--- src/rtl/tone_pkg.sv ---
// rtl/tone_pkg.sv - note codes, duration encodings and song entry layout shared with the tone generator
package tone_pkg;

  localparam logic [2:0] NOTE_C4 = 3'd0;
  localparam logic [2:0] NOTE_D4 = 3'd1;
  localparam logic [2:0] NOTE_E4 = 3'd2;
  localparam logic [2:0] NOTE_F4 = 3'd3;
  localparam logic [2:0] NOTE_G4 = 3'd4;
  localparam logic [2:0] NOTE_A4 = 3'd5;
  localparam logic [2:0] NOTE_B4 = 3'd6;
  localparam logic [2:0] NOTE_C5 = 3'd7;

  // Duration field is log2 of the beat count.
  localparam logic [1:0] DUR_1 = 2'd0;
  localparam logic [1:0] DUR_2 = 2'd1;
  localparam logic [1:0] DUR_4 = 2'd2;
  localparam logic [1:0] DUR_8 = 2'd3;

  typedef struct packed {
    logic       rest;
    logic [2:0] note;
    logic [1:0] dur;
  } song_entry_t;

  typedef enum logic [1:0] {
    ST_IDLE = 2'd0,
    ST_PLAY = 2'd1,
    ST_GAP  = 2'd2,
    ST_DONE = 2'd3
  } seq_state_t;

  function automatic song_entry_t mk_note(input logic [2:0] note, input logic [1:0] dur);
    song_entry_t e;
    e.rest = 1'b0;
    e.note = note;
    e.dur  = dur;
    return e;
  endfunction

  // A rest keeps a note code so the frequency output stays defined.
  function automatic song_entry_t mk_rest(input logic [2:0] note, input logic [1:0] dur);
    song_entry_t e;
    e.rest = 1'b1;
    e.note = note;
    e.dur  = dur;
    return e;
  endfunction

endpackage

--- src/rtl/melody_rom.sv ---
// rtl/melody_rom.sv - combinational 16-entry song table
module melody_rom
  import tone_pkg::*;
(
  input  logic [3:0] addr,
  output logic [5:0] entry
);

  always_comb begin
    entry = mk_note(NOTE_C4, DUR_1);
    case (addr)
      4'd0:  entry = mk_note(NOTE_C4, DUR_1);
      4'd1:  entry = mk_note(NOTE_D4, DUR_1);
      4'd2:  entry = mk_note(NOTE_E4, DUR_1);
      4'd3:  entry = mk_note(NOTE_F4, DUR_1);
      4'd4:  entry = mk_note(NOTE_G4, DUR_1);
      4'd5:  entry = mk_note(NOTE_A4, DUR_1);
      4'd6:  entry = mk_note(NOTE_B4, DUR_1);
      4'd7:  entry = mk_note(NOTE_C5, DUR_1);
      4'd8:  entry = mk_rest(NOTE_C5, DUR_2);
      4'd9:  entry = mk_note(NOTE_B4, DUR_1);
      4'd10: entry = mk_note(NOTE_A4, DUR_1);
      4'd11: entry = mk_note(NOTE_G4, DUR_1);
      4'd12: entry = mk_note(NOTE_F4, DUR_1);
      4'd13: entry = mk_note(NOTE_E4, DUR_1);
      4'd14: entry = mk_note(NOTE_D4, DUR_1);
      4'd15: entry = mk_note(NOTE_C4, DUR_1);
      default: entry = mk_note(NOTE_C4, DUR_1);
    endcase
  end

endmodule

--- src/rtl/melody_sequencer.sv ---
// rtl/melody_sequencer.sv - steps through melody_rom driving freq/gate with an articulation gap per note
// MELODY_LOOP_EN: when defined, the song restarts at step 0 instead of stopping after the last entry.
module melody_sequencer
  import tone_pkg::*;
#(
  parameter int unsigned BEAT_CYCLES = 12_500_000,
  parameter int unsigned GAP_CYCLES  = 1_250_000,
  parameter int unsigned SONG_LEN    = 16
) (
  input  logic       clk_in,
  input  logic       rst_n,
  input  logic       start,
  input  logic       stop,
  output logic [2:0] freq,
  output logic       gate,
  output logic       busy,
  output logic       done
);

  localparam int unsigned   CW        = $clog2(8 * BEAT_CYCLES + 1);
  localparam logic [CW-1:0] BEAT_W    = CW'(BEAT_CYCLES);
  localparam logic [CW-1:0] GAP_W     = CW'(GAP_CYCLES);
  localparam logic [CW-1:0] ONE_W     = CW'(1);
  localparam logic [3:0]    LAST_STEP = 4'(SONG_LEN - 1);

`ifdef MELODY_LOOP_EN
  localparam bit LOOP_EN = 1'b1;
`else
  localparam bit LOOP_EN = 1'b0;
`endif

  seq_state_t    r_state, w_state;
  logic [3:0]    r_step, w_step;
  logic [CW-1:0] r_cnt, w_cnt;
  logic [1:0]    r_dur, w_dur;
  logic [2:0]    r_freq, w_freq;
  logic          r_gate, w_gate;
  logic          r_busy, w_busy;
  logic          r_done, w_done;

  logic [3:0]    w_wrap_step;
  logic [3:0]    w_rom_addr;
  logic          w_last_step;
  song_entry_t   w_entry;
  logic [CW-1:0] w_len;
  logic [CW-1:0] w_last_cnt;
  logic [CW-1:0] w_gap_start;
  logic [CW-1:0] w_cnt_inc;

  // The ROM is always addressed with the entry that would be loaded next.
  assign w_last_step = (r_step == LAST_STEP);
  assign w_wrap_step = w_last_step ? 4'd0 : r_step + 4'd1;
  assign w_rom_addr  = (r_state == ST_IDLE) ? 4'd0 : w_wrap_step;

  melody_rom u_rom (
    .addr  (w_rom_addr),
    .entry (w_entry)
  );

  assign w_len       = BEAT_W << r_dur;
  assign w_last_cnt  = w_len - ONE_W;
  assign w_gap_start = w_len - GAP_W;
  assign w_cnt_inc   = r_cnt + ONE_W;

  always_comb begin
    w_state = r_state;
    w_step  = r_step;
    w_cnt   = r_cnt;
    w_dur   = r_dur;
    w_freq  = r_freq;
    w_gate  = r_gate;
    w_busy  = r_busy;
    w_done  = 1'b0;
    if (stop) begin
      w_state = ST_IDLE;
      w_step  = 4'd0;
      w_cnt   = '0;
      w_gate  = 1'b0;
      w_busy  = 1'b0;
    end else begin
      case (r_state)
        ST_IDLE: begin
          w_gate = 1'b0;
          w_busy = 1'b0;
          if (start) begin
            w_state = ST_PLAY;
            w_step  = w_rom_addr;
            w_cnt   = '0;
            w_dur   = w_entry.dur;
            w_freq  = w_entry.note;
            w_gate  = ~w_entry.rest;
            w_busy  = 1'b1;
          end
        end
        ST_PLAY, ST_GAP: begin
          if (r_cnt == w_last_cnt) begin
            if (w_last_step && !LOOP_EN) begin
              w_state = ST_DONE;
              w_step  = 4'd0;
              w_cnt   = '0;
              w_gate  = 1'b0;
              w_busy  = 1'b0;
              w_done  = 1'b1;
            end else begin
              w_state = ST_PLAY;
              w_step  = w_rom_addr;
              w_cnt   = '0;
              w_dur   = w_entry.dur;
              w_freq  = w_entry.note;
              w_gate  = ~w_entry.rest;
              w_busy  = 1'b1;
              w_done  = w_last_step;
            end
          end else begin
            w_cnt = w_cnt_inc;
            if (w_cnt_inc >= w_gap_start) begin
              w_state = ST_GAP;
              w_gate  = 1'b0;
            end
          end
        end
        ST_DONE: begin
          w_state = ST_IDLE;
          w_gate  = 1'b0;
          w_busy  = 1'b0;
        end
        default: begin
          w_state = ST_IDLE;
          w_gate  = 1'b0;
          w_busy  = 1'b0;
        end
      endcase
    end
  end

  always_ff @(posedge clk_in or negedge rst_n) begin
    if (!rst_n) begin
      r_state <= ST_IDLE;
      r_step  <= 4'd0;
      r_cnt   <= '0;
      r_dur   <= 2'd0;
      r_freq  <= 3'd0;
      r_gate  <= 1'b0;
      r_busy  <= 1'b0;
      r_done  <= 1'b0;
    end else begin
      r_state <= w_state;
      r_step  <= w_step;
      r_cnt   <= w_cnt;
      r_dur   <= w_dur;
      r_freq  <= w_freq;
      r_gate  <= w_gate;
      r_busy  <= w_busy;
      r_done  <= w_done;
    end
  end

  assign freq = r_freq;
  assign gate = r_gate;
  assign busy = r_busy;
  assign done = r_done;

endmodule
--- config.mk ---
export PLATFORM = sky130hd
export DESIGN_NAME = melody_sequencer
export DESIGN_NICKNAME = d
export VERILOG_FILES = /design/src/rtl/tone_pkg.sv /design/src/rtl/melody_rom.sv /design/src/rtl/melody_sequencer.sv
export SDC_FILE = /design/constraint.sdc
export NUM_CORES = 1
export LEC_CHECK = 0
export ABC_CLOCK_PERIOD_IN_PS = 5430
export CORE_ASPECT_RATIO = 0.75
export CORE_MARGIN = 10
export CORE_UTILIZATION = 60
export CTS_CLUSTER_SIZE = 16
export DETAILED_ROUTE_END_ITERATION = 6
export PLACE_DENSITY = 0.88
export SETUP_SLACK_MARGIN = 0.3
export SLEW_MARGIN = 20
export SYNTH_ARGS = -nofsm -noshare
export SYNTH_HDL_FRONTEND = slang
export SYNTH_SLANG_ARGS = --single-unit
--- constraint.sdc ---
create_clock -name clk_in -period 5.43 [get_ports clk_in]
set_clock_uncertainty 0.2 [all_clocks]
set_input_delay 0.543 -clock clk_in [delete_from_list [all_inputs] [get_ports clk_in]]
set_output_delay 0.543 -clock clk_in [all_outputs]
set_load 0.05 [all_outputs]
==> flow_summary.json, run 1 <==
{
  "rsz0062_at_grt": "false",
  "crit_fanout": 8,
  "cts_root_buf": "clkbuf_8",
  "max_stage_delay_ps": 530,
  "ys_cells": 346,
  "nMultiInputCombCells": 276,
  "logic_area_um2": 1800,
  "crit_arrival_ps": 4220,
  "ys.flop_type": "dfrtp_1",
  "die_y_um": 80.6,
  "buffers": 10,
  "fin_crit_ps": 4220,
  "warnings": 27,
  "pg_seq_uw": 355,
  "cts_buffer_depth": 2,
  "postRouteAntennaNets": 0,
  "pg_clk_uw": 254,
  "power.leakage_uw": 0.00123,
  "reg2reg_to": "gate",
  "grt_first_pass_wirelength_mm": 11.8,
  "yosysTopAreaCellShare": 0.341,
  "die-area_um2": 8120,
  "port_buffers": 9,
  "clk_share": 0.0359,
  "fp-utilization": 0.638,
  "setup_slack_ps": 1210,
  "drive_above_1_share": 0.0583,
  "finalHoldViolCount": 0,
  "nClkBuffers": 5,
  "gr-usage-met1": 0.240,
  "top_area_cell": "dfrtp_1",
  "globalRoute.busiestLayer": "met2",
  "yosysUniqueCellTypes": 55,
  "wl_met3_um": 452,
  "avgSynthCellArea_um2": 8.48,
  "layout.nets": 359,
  "p_sw_frac": 0.422,
  "p_per_area_nw_per_um2": 331,
  "sequentialPowerShare": 0.345,
  "required_ps": 5430,
  "r2r_cells": 13,
  "synth-edff-count": 0,
  "ys_seq_frac": 0.341,
  "fp_nets": 363,
  "drc": 0,
  "maxPowerGroup": "combinational cells",
  "tap_cells": 57,
  "antenna_found_initial": 0,
  "synth_flops": 40,
  "comb_power_share": 0.407,
  "cp_slowest_cell": "nor4_2",
  "post_cts_buffers": 0,
  "largest_reg_flops": 27,
  "seqCellArea_um2": 1000,
  "hp-class": "in -> async",
  "drt_iter0_drc": 213,
  "setup_viol": 0,
  "cp_cell_sequence": "ha_1 > nand4_1 > nor4_2 > and3b_1 > nand2_1 > xnor2_1 > ha_1 > nand4_1 > or4_1 > o41ai_1 > o21ai_0 > nand2_1 > mux2_2",
  "drt_pre_antenna_iters": 5,
  "grt_use_met2": 0.269,
  "clk_latency_ps": 310,
  "worstMarginPinSlew_ps": 974,
  "hold_buffers": 0,
  "maxCapViolations": 0,
  "finalCritPeriodShare": 0.777,
  "r2r_start": "r_cnt[0]",
  "r2r_slack_ps": 1210,
  "worst_setup_path_end_kind": "flop",
  "top_cell": "dfrtp_1",
  "grt_max_degree": 41,
  "clkPwrFrac": 0.247,
  "gr-total-overflow": 0,
  "worstSetupStartpointType": "flop",
  "combinationalPower_uw": 419,
  "yosys_warnings": 0,
  "wl_met1_mm": 3.27,
  "top_cells_by_count": "dfrtp_1 (40), nand2_1 (37), nor2_1 (31)",
  "cts_resized": 0,
  "status": "complete, no violations",
  "path_class": "reg -> reg",
  "clk_pin_slew_ps": 90,
  "clock_sinks": 40,
  "max-vdd-ir-drop_mv": 0.281,
  "cts-buffers-inserted": 5,
  "grt_pass1_vias": 2455,
  "htreeDepth": 2,
  "nonClkBufAreaFrac": 0.0298,
  "async_reset_ff_frac": 1.00,
  "pin_count": 10,
  "yosysChipArea_um2": 2940,
  "fin_hold_ws_ps": 154,
  "top_cells_by_area": "dfrtp_1 (34%), ha_1 (5.5%), a21oi_1 (4.9%)",
  "slew_violations": 0,
  "cts_tree": "yes",
  "vias_per_cell": 6.67,
  "slew-limit-headroom": 0.347,
  "syn_to_final_growth_pct": 5.80,
  "inverters": 9,
  "grt_util_met3": 0.0325,
  "dp_slack_ps": 1270,
  "regMostFlops": "r_cnt",
  "intPower_uw": 594,
  "fp.dieW_um": 101,
  "place_congestion": 0.934,
  "comb_area_share": 0.578,
  "top_layer_used": "met4",
  "synth_cells": 346,
  "fmax_ghz": 0.237,
  "dr_wl_met2_mm": 3.13,
  "fin_tns_setup_ps": 0,
  "insertedDiodeCount": 0,
  "biggestCellCategory": "multi-input combinational cells",
  "syn_area_um2": 2940,
  "switchingPower_uw": 434,
  "dp.final_hpwl_mm": 4.92
}
-- run 1: critical path, delay by kind of cell, from the launching register on --
family	cells	cell delay, ps
AND-OR/OR-AND	2	270
AND/OR/NAND/NOR	7	2040
XOR/XNOR	1	170
flip-flops	1	440
multiplexers	1	330
adder cells (fa/ha/maj)	2	660
-- run 1: per-stage QoR --
stage               std cells  power, µW  cell area, µm²   util
floorplan                 346        667            2940      -
finish                    400       1030            3110  0.675
global route              400       1080            3110  0.675
global placement          392        763            2990  0.651
detailed placement        392        774            2990  0.651
CTS                       400       1030            3110  0.675
-- run 1: cells by family after synthesis --
family	Yosys count	synth area share
XOR/XNOR	18	0.0537
AND-OR/OR-AND	92	0.203
flip-flops	40	0.341
adder cells (fa/ha/maj)	13	0.0554
multiplexers	9	0.0324
AND/OR/NAND/NOR	144	0.266
buffers and inverters	30	0.0490
-- run 1: worst max path at each step --
stage | from | to | slack (ps) | cells after the start
after floorplan | r_cnt[0] | gate | 1820 | 14
after global placement | r_cnt[0] | gate | 1480 | 13
after detailed placement | r_cnt[0] | gate | 1270 | 13
after CTS | r_cnt[0] | gate | 1250 | 13
after global routing | r_cnt[0] | gate | 930 | 13
final | r_cnt[0] | gate | 1210 | 13
-- run 1: placed cells by master, fill, tap and decap left out, types with 5 or more instances in the layout --
master	Yosys	layout
or3_1	5	5
and3_1	6	6
inv_1	9	9
clkbuf_8	0	5
nor3_1	7	6
nand4_1	9	9
nor2_1	31	31
nand2b_1	6	6
and4_1	5	5
o31ai_1	8	8
xnor2_1	12	12
nand2_1	37	37
xor2_1	6	6
clkdlybuf4s50_1	0	8
nand3_1	9	9
a22o_1	8	8
dfrtp_1	40	40
ha_1	13	13
mux2i_1	5	5
a21oi_1	29	29
o21ai_0	24	24
Figure 1. A small window of the routed layout (run 1).
Region (35, 25) to (65, 55) µm. Cells in grey, sequential cells in the stronger grey; small squares are vias.
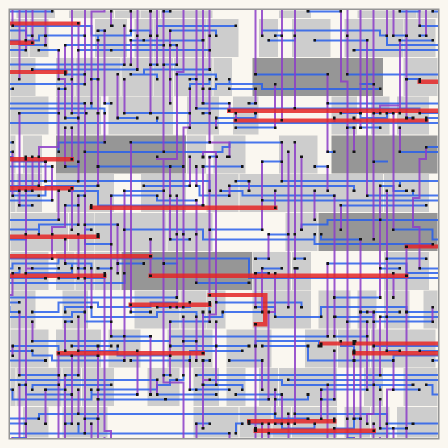
- metal 1: blue
- metal 2: purple
- metal 3: red
- netlist names of flops here include: `r_cnt` (4), `r_dur` (1)
- cells with their middle in the window: 87
- sequential cells in the window: 5
- most frequent: nand2_1 (14)

Figure 2. Placement view (run 1).
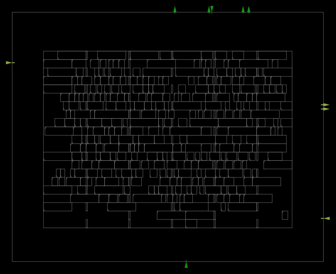
flop share of the area: 0.322
Filler Cell Count: 363
Rows: 21
flop count: 40
Placeable Area: 4600 µm²

Figure 3. Wiring by layer (run 1).
Scale: 4 px per µm. Only two layers are drawn.
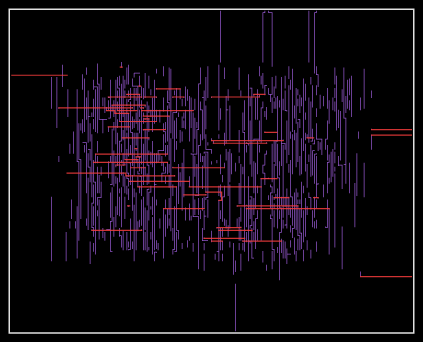
- metal 2: purple (wire length 3,130 µm)
- metal 3: red (wire length 453 µm)
routed len/inst: 17.4 µm
Total Routed Length: 6.97 mm
vias after detailed routing: 2,668
total track usage: 0.176

==> run 2, diff against run 1 <==
- ABC_CLOCK_PERIOD_IN_PS: 5430 -> 3950
- clock period: 5.43 -> 3.95 ns (I/O delays scaled with it)
Figure 4. Gate-type map (run 2).
Scale: 4 px per µm.
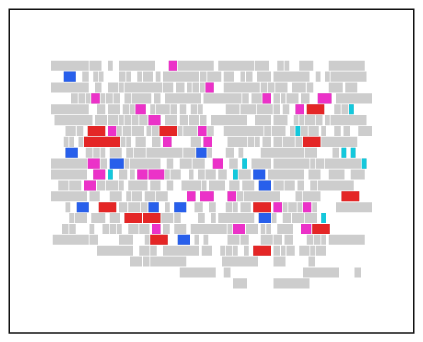
- adder and majority cells: red (cells 13; most used ha_1)
- AND and OR gates: magenta (cells 26; most used and3_1)
- inverters: cyan (cells 9; most used inv_1; where right middle)
- AND-OR and OR-AND gates: blue (cells 11; most used a22o_1)
Layout Cells excl Fill: 412
most instantiated logic cell after routing: nand2_1

==> run 2 against run 1 <==
Net effect: combinational power up about 40%; die area unchanged; utilization up 2.8 points; via count up 5.1%; worst setup slack worse by 760 ps; cell count up 3.0%; first-iteration DRC count up 33%; synthesized cell count unchanged; clock-buffer cell count unchanged; worst hold slack worse by 130 ps; largest cell class unchanged.
==> flow_summary.json, run 2 <==
{
  "logic_area_um2": 1830,
  "power.leakage_uw": 0.00129,
  "grt_use_total": 0.185,
  "cp_slowest_cell": "dfrtp_2",
  "syn_area_um2": 2940,
  "rsz0062_at_grt": "true",
  "ys_cells": 346,
  "fp.dieW_um": 101,
  "die_y_um": 80.6,
  "clock_sinks": 40,
  "worstSetupStartpointType": "flop",
  "intPower_uw": 825,
  "ys_seq_frac": 0.341,
  "largest_reg_flops": 27,
  "nFillCells": 347,
  "cts_root_buf": "clkbuf_8",
  "insertedDiodeCount": 0,
  "fin_tns_setup_ps": 0,
  "inverters": 9,
  "seq_cell_count": 40,
  "pg_clk_uw": 345,
  "clk_share": 0.0344,
  "nMultiInputCombCells": 276,
  "required_ps": 3940,
  "maxPowerGroup": "combinational cells",
  "nonClkBufAreaFrac": 0.0565,
  "clk_latency_ps": 300,
  "status": "complete, no violations",
  "synth_flops": 40,
  "regMostFlops": "r_cnt",
  "cts-buffers-inserted": 5,
  "dp.final_hpwl_mm": 5.17,
  "biggestCellCategory": "multi-input combinational cells",
  "sequentialPowerShare": 0.345,
  "layout.nets": 371,
  "path_class": "reg -> reg",
  "hp-class": "in -> async",
  "clkPwrFrac": 0.242,
  "die-area_um2": 8120,
  "seq_share": 0.312,
  "pg_seq_uw": 491,
  "crit_buf_inv": 0,
  "port_buffers": 9,
  "rows": 21,
  "tap_cells": 57,
  "route.vias.total": 2804,
  "gr-total-overflow": 0,
  "top_cells_by_count": "dfrtp_1 (40), nand2_1 (37), nor2_1 (31)",
  "vias_per_cell": 6.81,
  "grt_first_pass_wirelength_mm": 12.5,
  "slew_violations": 0,
  "grt_pass1_vias": 2547,
  "yosys_warnings": 0,
  "yosysChipArea_um2": 2940,
  "synth-edff-count": 0,
  "yosysUniqueCellTypes": 55,
  "layout_top_cells": "nand2_1 (37), dfrtp_1 (34), nor2_1 (31), a21oi_1 (29), o21ai_0 (23)",
  "crit_fanout": 7,
  "drt_pre_antenna_iters": 5,
  "finalHoldViolCount": 0,
  "yosysTopAreaCellShare": 0.341,
  "async_reset_ff_frac": 1.00,
  "ys.flop_type": "dfrtp_1",
  "p_sw_frac": 0.421
}
Figure 5. A small window of the routed layout (run 2).
Region (35, 25) to (65, 55) µm. Cells in grey, sequential cells in the stronger grey; small squares are vias.
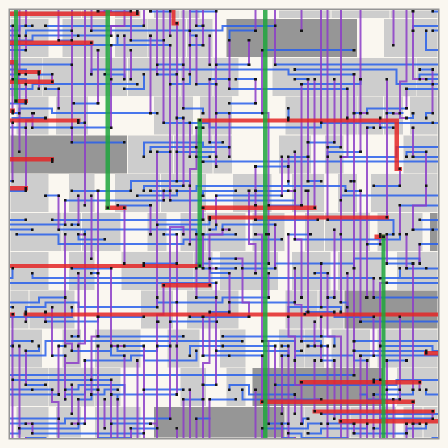
- metal 2: purple
- metal 4: green
- metal 3: red
- metal 1: blue
- netlist names of flops here include: `r_cnt` (4), `r_dur` (1)
- cells with their middle in the window: 85
- sequential cells in the window: 5
- most frequent: nand2_1 (9), xnor2_1 (6), buf_4 (6)

## run 2: metal layers
| layer | vias up | GRT usage | wire length (µm) |
|---|---|---|---|
| li1 | 1295 | - | - |
| met1 | 1340 | 0.250 | 3380 |
| met2 | 139 | 0.293 | 3410 |
| met3 | 30 | 0.0334 | 594 |
| met4 | 0 | 0.0592 | 214 |
| met5 | - | 0 | 0 |
## run 2: kinds of logic (layout without fill, tap and decap cells)
| family | after synthesis | after routing | share of synthesized area |
|---|---|---|---|
| buffers and inverters | 30 | 39 | 0.0490 |
| xor gates and xnor gates | 18 | 18 | 0.0537 |
| AOI/OAI and AO/OA | 92 | 92 | 0.203 |
| and+or+nand+nor | 144 | 144 | 0.266 |
| adders and majority gates | 13 | 13 | 0.0554 |
| DFF | 40 | 40 | 0.341 |
| muxes | 9 | 9 | 0.0324 |
## run 2: repair_timing
item,4_1_cts,5_1_grt
endpoints found under the setup margin,3,16
setup buffers,0,5
pin swaps,0,1
gates resized,4,10
## run 2: per-stage QoR
stage          worst slack [ps]  hold slack [ps]  power [µW]  instance area (µm²)  std cells
6_report                    449             25.3        1430                 3230        412
5_1_grt                     220             85.2        1490                 3230        412
4_1_cts                     338             49.5        1410                 3170        407
3_5_place_dp                239              299        1070                 3050        399
3_3_place_gp                398              293        1050                 3050        399
2_1_floorplan               342             -101         917                 2940        346
## run 2: path summary, 6_finish.rpt
path	startpoint	slack, ps	end
min	rst_n	30	r_cnt[19]
max	r_cnt[0]	450	gate
max reg2reg	r_cnt[0]	450	gate
max in group asynchronous	rst_n	2900	r_cnt[7]
min in group clk_in	gate	310	gate
min reg2reg	gate	310	gate
No activity file was given, so power comes from the tool's default toggle rates.
